==> config.mk <==
export PLATFORM = sky130hd
export DESIGN_NAME = alu_issuer
export DESIGN_NICKNAME = d
export VERILOG_FILES = /design/src/rtl/alu_issuer.sv
export SDC_FILE = /design/constraint.sdc
export NUM_CORES = 1
export LEC_CHECK = 0
export ABC_AREA = 1
export CORE_MARGIN = 5
export CORE_UTILIZATION = 39
export DETAILED_ROUTE_END_ITERATION = 7
export GPL_ROUTABILITY_DRIVEN = 0
export MAX_ROUTING_LAYER = met4
export PLACE_DENSITY = 0.77
export SETUP_SLACK_MARGIN = 0.02
export SLEW_MARGIN = 30
export SYNTH_ARGS = -nofsm -noshare
export SYNTH_HDL_FRONTEND = slang
export SYNTH_SLANG_ARGS = --single-unit
export TNS_END_PERCENT = 5
==> constraint.sdc <==
create_clock -name clk -period 4.65 [get_ports clk]
set_input_delay 0.465 -clock clk [delete_from_list [all_inputs] [get_ports clk]]
set_output_delay 0.465 -clock clk [all_outputs]
set_load 0.02 [all_outputs]
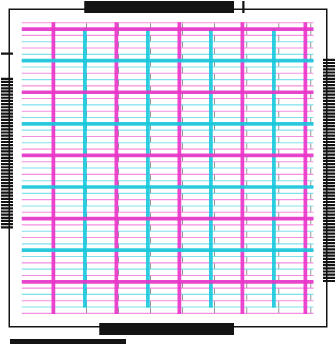
Run 1: power grid
Bar = 50 µm. Pins as bars on the die edge. Tap cells in gray.
legend:
  magenta:
    net: VSS
  cyan:
    net: VDD
rows: 46
signal pins: 254
met4 straps: 9
tap cells: 216
Max rail drop VDD: 0.360 mV
overall die width: 136 µm
Core Area: 0.0157 mm²
die height: 136 µm

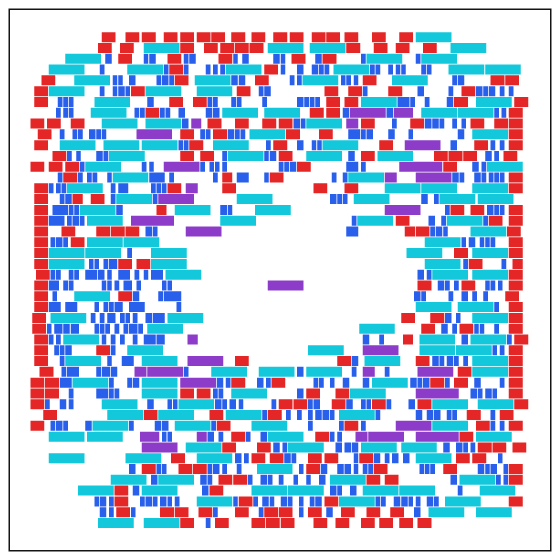
Run 1: placement by cell class
legend:
  cyan:
    class: flip-flops
    cells: 150
  blue:
    class: all other logic
    cells: 511
  purple:
    class: clock drivers and dummy loads
    cells: 32
  red:
    class: other buffers and delay cells
    cells: 258
row count: 46
post-route core utilization: 0.604
flop share of the area: 0.396
post-route standard cell area excluding fillers: 0.00949 mm²

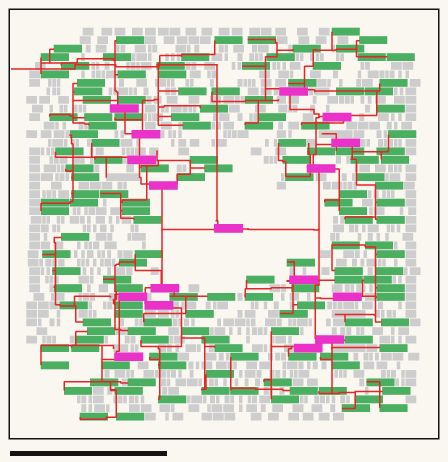
Run 1: routed clock nets over the placement
Bar = 50 µm.
legend:
  magenta:
    item: cells driving clock nets
    count: 17
  red:
    item: clock wires
    length: 1800 µm
  green:
    item: flip-flops
    count: 150
routed clock nets: 18
post-route clock skew: 0.00753 ns
clock latency at the later pin of the worst-skew pair: 0.41 ns
clock network fraction of total power: 0.224
Power Clock: 1480 µW

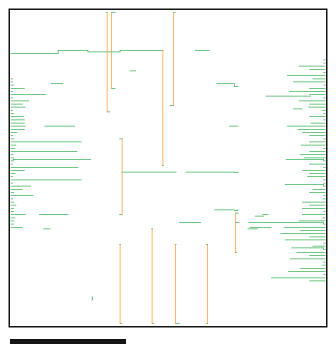
Run 1: wiring by layer
Bar = 50 µm. Only two layers are drawn.
legend:
  orange:
    layer: met4
    wire_length: 358 µm
  green:
    layer: met3
    wire_length: 1110 µm
wirelength, routed: 18100 µm
GRT Util Overall: 0.205
number of vias in the routed layout: 5342
average detailed-routed wire length per instance: 15.5 µm

==> Table 3: Implementation characteristics, run 1 <==
Physical implementation characteristics

Parameter                              Value

Clock network
  Number of buffers inserted for hold repair after clock tree synthesis .................. 0
  CTS Root Cell .................. clkbuf_16
  Clock tree from TritonCTS .................. yes
  H-tree lvl count .................. 4
  Deepest clock path buffer count .................. 2
  CTS clock-pin slew for the worst setup and hold paths .................. around 0.060 ns
  Number of setup buffers added after CTS .................. 0
  # clock sinks .................. about 150
  Number of buffers created by CTS .................. 17
  Number of gates given a new drive strength after cts .................. 0

STA
  Setup repair after global routing missed its margin .................. false
  Endpoints failing hold .................. 0
  Finish-stage setup viols .................. 0
  Max Fclk .................. around 0.4 GHz
  Worst max-slew margin expressed relative to the limit .................. 0.402
  Period minus WS final .................. 2.49 ns
  Slew Limit Fails .................. 0
  Slew at the pin closest to its max-slew limit .................. slightly below 0.9 ns
  Final period util .................. 0.535
  Sum Neg Setup Slack .................. 0 ns

Synthesis
  Warning count from the yosys run .................. 0
  Share of flip-flops with an asynchronous set or reset after synthesis .................. 1.00
  Syn_area_per_cell .................. just under 9 µm²
  Synthesized area .................. between 0.006 and 0.007 mm²
  Portion of synthesized cell area occupied by the leading cell type .................. 0.606
  Sequential-to-total area share from yosys stat .................. 0.606
  Syn_nets .................. approximately 800
  Netlist cell types .................. 25
  Flops out of synthesis .................. 150
  Predominant post-synthesis flop cell .................. dfrtp_1
  Most frequent cells after synthesis .................. nand2_1 (254), dfrtp_1 (150), o21ai_0 (86)
  Most frequent cell after synthesis .................. nand2_1
  Number of enable flip-flop cells .................. 0
  Cell types occupying the most area after synthesis .................. dfrtp_1 (61%), nand2_1 (15%), o21ai_0 (6.9%)
  Post-synthesis cell count .................. 696
  Count of instantiated cells in the yosys netlist .................. a little under 700
  Yosys synthesis chip area .................. just over 0.006 mm²
  Cell accounting for the most synthesized area .................. dfrtp_1

Pwr
  Leakage power .................. around 0.0045 µW
  Pwr Density .................. a little under 700 mW/mm²

Global route
  Initial antenna violation count .................. 0
  Number of global-route vias before repair .................. between 5000 and 6000
  Grt ovf .................. 0
  Met3 routing resource usage after global routing .................. 0.0489
  Largest net degree at the start of global routing .................. a little under 100
  Met1 capacity usage during global routing .................. 0.267
  Busiest metal layer after global routing .................. met2
  Met2 track utilization from global routing .................. 0.314
  Global-route wire length before repair .................. between 20000 and 30000 µm

Critical path
  R2R cell count .................. 7
  CP Data Required Time .................. approximately 5 ns
  Critical Path Source Type .................. input pin
  Arrival time of data at the critical path endpoint .................. between 2 and 3 ns
  Start-to-end type of the worst setup path .................. input pin to register
  Highest fanout seen on the critical path .................. ~80
  Minimum setup slack among reg-to-reg paths .................. between 2 and 2.5 ns
  Crit end category .................. register

Routing
  Antenna-violating nets left .................. 0
  Remaining DRCs .................. 0
  Detailed Routing Iterations Pass 1 .................. 5
  Met2 wire length .................. 8740 µm
  Violation count after the first detailed-routing iteration .................. ~270
  Highest metal layer used by the detailed router .................. met4
  Routed length on met3 .................. roughly 1100 µm
  Metal-1 WL .................. a little under 8000 µm
  Avg Vias per Cell .................. approximately 4.6

Hold path
  Path class of the lowest-slack min-delay path .................. register to register
  Number of instances on the worst hold path .................. 2

Placement
  Count of input and output buffers .................. around 250
  HPWL after DPL .................. 13100 µm
  Placed instance area .................. 0.00883 mm²

Flow run
  Max cap viols .................. 0
  Number of warning messages in the logs .................. 26

Finish
  Post-synthesis to final-layout area growth .................. 53.1%
  Layout cells sized above 1 .................. 0.0568
  Final #Nets .................. ~1000
  Antenna Cells .................. 0

Floorplanning
  Total Die Area .................. ~0.019 mm²
  Number of top-level pins .................. about 250
  Share of the core filled by cells before placement .................. 0.394

Status
  Outcome .................. completed
[run 1: final cells by class]
| type | instances | area, µm² |
|---|---|---|
| clock buffers | 19 | 453 |
| clock inverters | 13 | 195 |
| fillers | 1393 | 6230 |
| inverters | 70 | 270 |
| multi-input cells | 441 | 1980 |
| flip-flops and latches | 150 | 3750 |
| well taps | 216 | 270 |
| repair buffers | 258 | 2570 |
[run 1: critical path, cell delays in order]
cell and delay [ns]:
clkdlybuf4s50_1 0.48, nand2_1 0.09, nor2_4 0.59, inv_2 0.36
buf_4 0.46, nand2_1 0.16, o21ai_0 0.09
[run 1: placed cells by master, fill, tap and decap left out, types with 6 or more instances in the layout]
cell type / instances
dfrtp_1: 150
clkbuf_16: 17
nor2_1: 13
nand2_1: 254
o21ai_1: 23
o21ai_0: 86
nand3_1: 32
buf_4: 6
xor2_1: 6
inv_1: 67
clkdlybuf4s50_1: 252
[run 1: per-stage QoR]
step                      total power, µW   util  cells  setup slack (ns)  hold slack, ns
after floorplan                      3640      -    696             0.149           0.546
after global placement               5100  0.562   1135              1.83           0.453
after detailed placement             5160  0.562   1135              1.75           0.457
after CTS                            6680  0.603   1167              2.14           0.473
after global routing                 7000  0.604   1167              1.92           0.494
final                                6600  0.604   1167              2.16           0.468
[run 1: cell families (layout without fill, tap and decap cells)]
logic type      after synthesis  count (layout)  synth area share
compound gates              116             116            0.0971
xor+xnor                     11              11            0.0155
fa+ha+maj                     1               1           0.00202
buf+inv                     105             360            0.0753
flops                       150             150             0.606
simple gates                313             313             0.204
[run 1: where the power goes]
part | switching, µW | total (µW) | internal (µW) | leakage, µW
combinational | 1580 | 2880 | 1300 | 0.00230
clock | 546 | 1480 | 935 | 0.000307
sequential | 373 | 2240 | 1870 | 0.00189
total | 2490 | 6600 | 4110 | 0.00450
Run 1, clock routing:
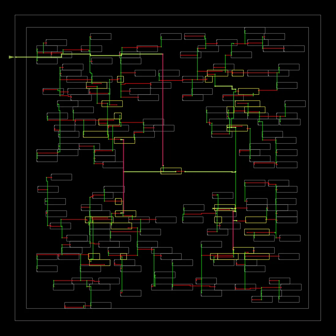

==> run 2, diff against run 1 <==
--- a/config.mk
+++ b/config.mk
@@ -7,11 +7,11 @@
 export LEC_CHECK = 0
 export ABC_AREA = 1
 export CORE_MARGIN = 5
-export CORE_UTILIZATION = 39
+export CORE_UTILIZATION = 43
 export DETAILED_ROUTE_END_ITERATION = 7
 export GPL_ROUTABILITY_DRIVEN = 0
 export MAX_ROUTING_LAYER = met4
-export PLACE_DENSITY = 0.77
+export PLACE_DENSITY = 0.8
 export SETUP_SLACK_MARGIN = 0.02
 export SLEW_MARGIN = 30
 export SYNTH_ARGS = -nofsm -noshare
==> constraint.sdc (replaced) <==
create_clock -name clk -period 2.4 [get_ports clk]
set_input_delay 0.24 -clock clk [delete_from_list [all_inputs] [get_ports clk]]
set_output_delay 0.24 -clock clk [all_outputs]
set_load 0.02 [all_outputs]
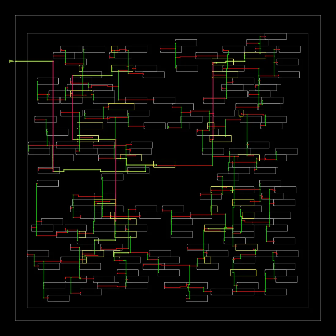
Run 2: clock routing
clock buf count: 19
number of buffers created by CTS: 17
flop count: 150

==> Table 3: Implementation characteristics, run 2 <==
Physical implementation characteristics

Parameter                              Value

Synthesis
  Dominant non-sequential cell family after synthesis .................. simple AND/OR/NAND/NOR gates
  Share of flip-flops with an asynchronous set or reset after synthesis .................. 1.00
  Sequential-to-total area share from yosys stat .................. 0.606
  Predominant post-synthesis flop cell .................. dfrtp_1
  Post-synthesis cell count .................. ~700
  Simple Share, Synth .................. 0.204
  Syn_nets .................. 801
  Cell accounting for the most synthesized area .................. dfrtp_1
  Netlist cell types .................. 25
  Warning count from the yosys run .................. 0
  Synthesized area .................. about 0.0062 mm²
  Compound-gate portion of the synthesized area .................. 0.0971
  Portion of synthesized cell area occupied by the leading cell type .................. 0.606
  Most frequent cells after synthesis .................. nand2_1 (254), dfrtp_1 (150), o21ai_0 (86)
  Number of enable flip-flop cells .................. 0
  Yosys synthesis chip area .................. 0.00620 mm²

Routing
  Violation count after the first detailed-routing iteration .................. roughly 320
  Average detailed-routed wire length per instance .................. 16.1 µm
  Detailed Routing Iterations Pass 1 .................. 5
  Wirelength, routed .................. approximately 18000 µm

Clock network
  Number of buffers inserted for hold repair after clock tree synthesis .................. 0
  Deepest clock path buffer count .................. 2
  CTS clock-pin slew for the worst setup and hold paths .................. around 0.060 ns
  Clock tree from TritonCTS .................. yes
  Number of gates given a new drive strength after cts .................. 0
  Number of setup buffers added after CTS .................. 0

Critical path
  Highest fanout seen on the critical path .................. 5
  Crit end category .................. output port
  Cells traversed along the worst timing path .................. inv_1 > nand2_1 > inv_1 > clkdlybuf4s50_1
  Critical Path Source Type .................. register
  CP Data Required Time .................. 2.16 ns
  Delay of the slowest cell on the worst path .................. between 0.6 and 0.7 ns
  Arrival time of data at the critical path endpoint .................. 1.74 ns
  Critical-path top delay cell .................. clkdlybuf4s50_1
  Total number of cells along the worst setup path .................. 4
  Count of buffering cells on the critical path with inverters included .................. 3
  Dominant cell type by count on the critical path .................. inv_1
  Cell family with the largest share of critical-path delay .................. buffers and inverters
  Minimum setup slack among reg-to-reg paths .................. approximately 0.8 ns

STA
  Slew Limit Fails .................. 0
  Max Fclk .................. a little over 0.5 GHz
  Period minus WS final .................. ~2.0 ns
  Setup repair after global routing missed its margin .................. false
  Final worst-path setup slack .................. ~0.42 ns
  Endpoints failing hold .................. 0

Placement
  Worst setup timing slack at the placement stage .................. about 0.71 ns
  HPWL after DPL .................. 13400 µm
  Placed instance area .................. around 0.0089 mm²
  # placed instances .................. between 1000 and 1500
  Count of input and output buffers .................. ~250

Pwr
  Max rail drop VDD .................. 0.540 mV
  Pwr Density .................. 1340 mW/mm²

Finish
  Final #Nets .................. 1052
  Number of fill cells .................. about 1100
  Post-route standard cell area excluding fillers .................. 0.00951 mm²
  Post-route core utilization .................. 0.680
  Antenna Cells .................. 0
  Most used logic cell in the final layout .................. nand2_1

Floorplanning
  Overall die width .................. 130 µm
  Row count .................. around 43
  Number of top-level pins .................. between 200 and 300
  Total Die Area .................. 0.0169 mm²

Global route
  Grt ovf .................. 0
  Number of global-route vias before repair .................. ~5500
  Largest net degree at the start of global routing .................. approximately 67
  GRT Util Overall .................. 0.224
  Global-route wire length before repair .................. ~29000 µm
  Initial antenna violation count .................. 0

Status
  Outcome .................. completed

Flow run
  Number of warning messages in the logs .................. 26
  Max cap viols .................. 0
-- run 2: cell counts after synthesis --
No cell type changed its count.
-- run 2: per-stage QoR --
step	total power (µW)	hold slack [ns]
3_5_place_dp	10000	0.457
6_report	12800	0.166
3_3_place_gp	9910	0.453
5_1_grt	13500	0.188
2_1_floorplan	7040	0.326
4_1_cts	12900	0.161
-- run 2: power by group --
group          total [µW]  internal, µW  switching [µW]
clock network        2790          1760            1030
registers            4310          3620             690
logic                5650          2560            3090
-- run 2: cells by family after synthesis --
group / after synthesis
buffers and inverters: 105
adder cells (fa/ha/maj): 1
XOR/XNOR: 11
flip-flops: 150
AND/OR/NAND/NOR: 313
AND-OR/OR-AND: 116
-- run 2: area by class of cell --
| class | instances | area [µm²] | share of cell area |
|---|---|---|---|
| Sequential cell | 150 | 3750 | 0.395 |
| Timing Repair Buffer | 267 | 2670 | 0.281 |
| Multi-Input combinational cell | 441 | 1980 | 0.208 |
| Clock buffer | 19 | 443 | 0.0466 |
| Inverter | 70 | 267 | 0.0280 |
| Tap cell | 180 | 225 | 0.0237 |
| Clock inverter | 13 | 180 | 0.0189 |
-- run 2: worst register-to-register path, cell delays in order (launching register included) --
cell and delay (ns):
dfrtp_1 0.41, inv_2 0.09, nand2_1 0.22, buf_4 0.29
buf_4 0.32, nand2_1 0.10, o21ai_0 0.09
-- run 2: per-layer routing --
metal,vias up,GRT usage,part of all wire
li1,2685,-,-
met1,2628,0.282,0.42
met2,205,0.346,0.48
met3,29,0.0614,0.078
met4,0,0.0874,0.025
met5,-,-,0
Power figures rest on the tool's default switching activity, not on a simulated workload.
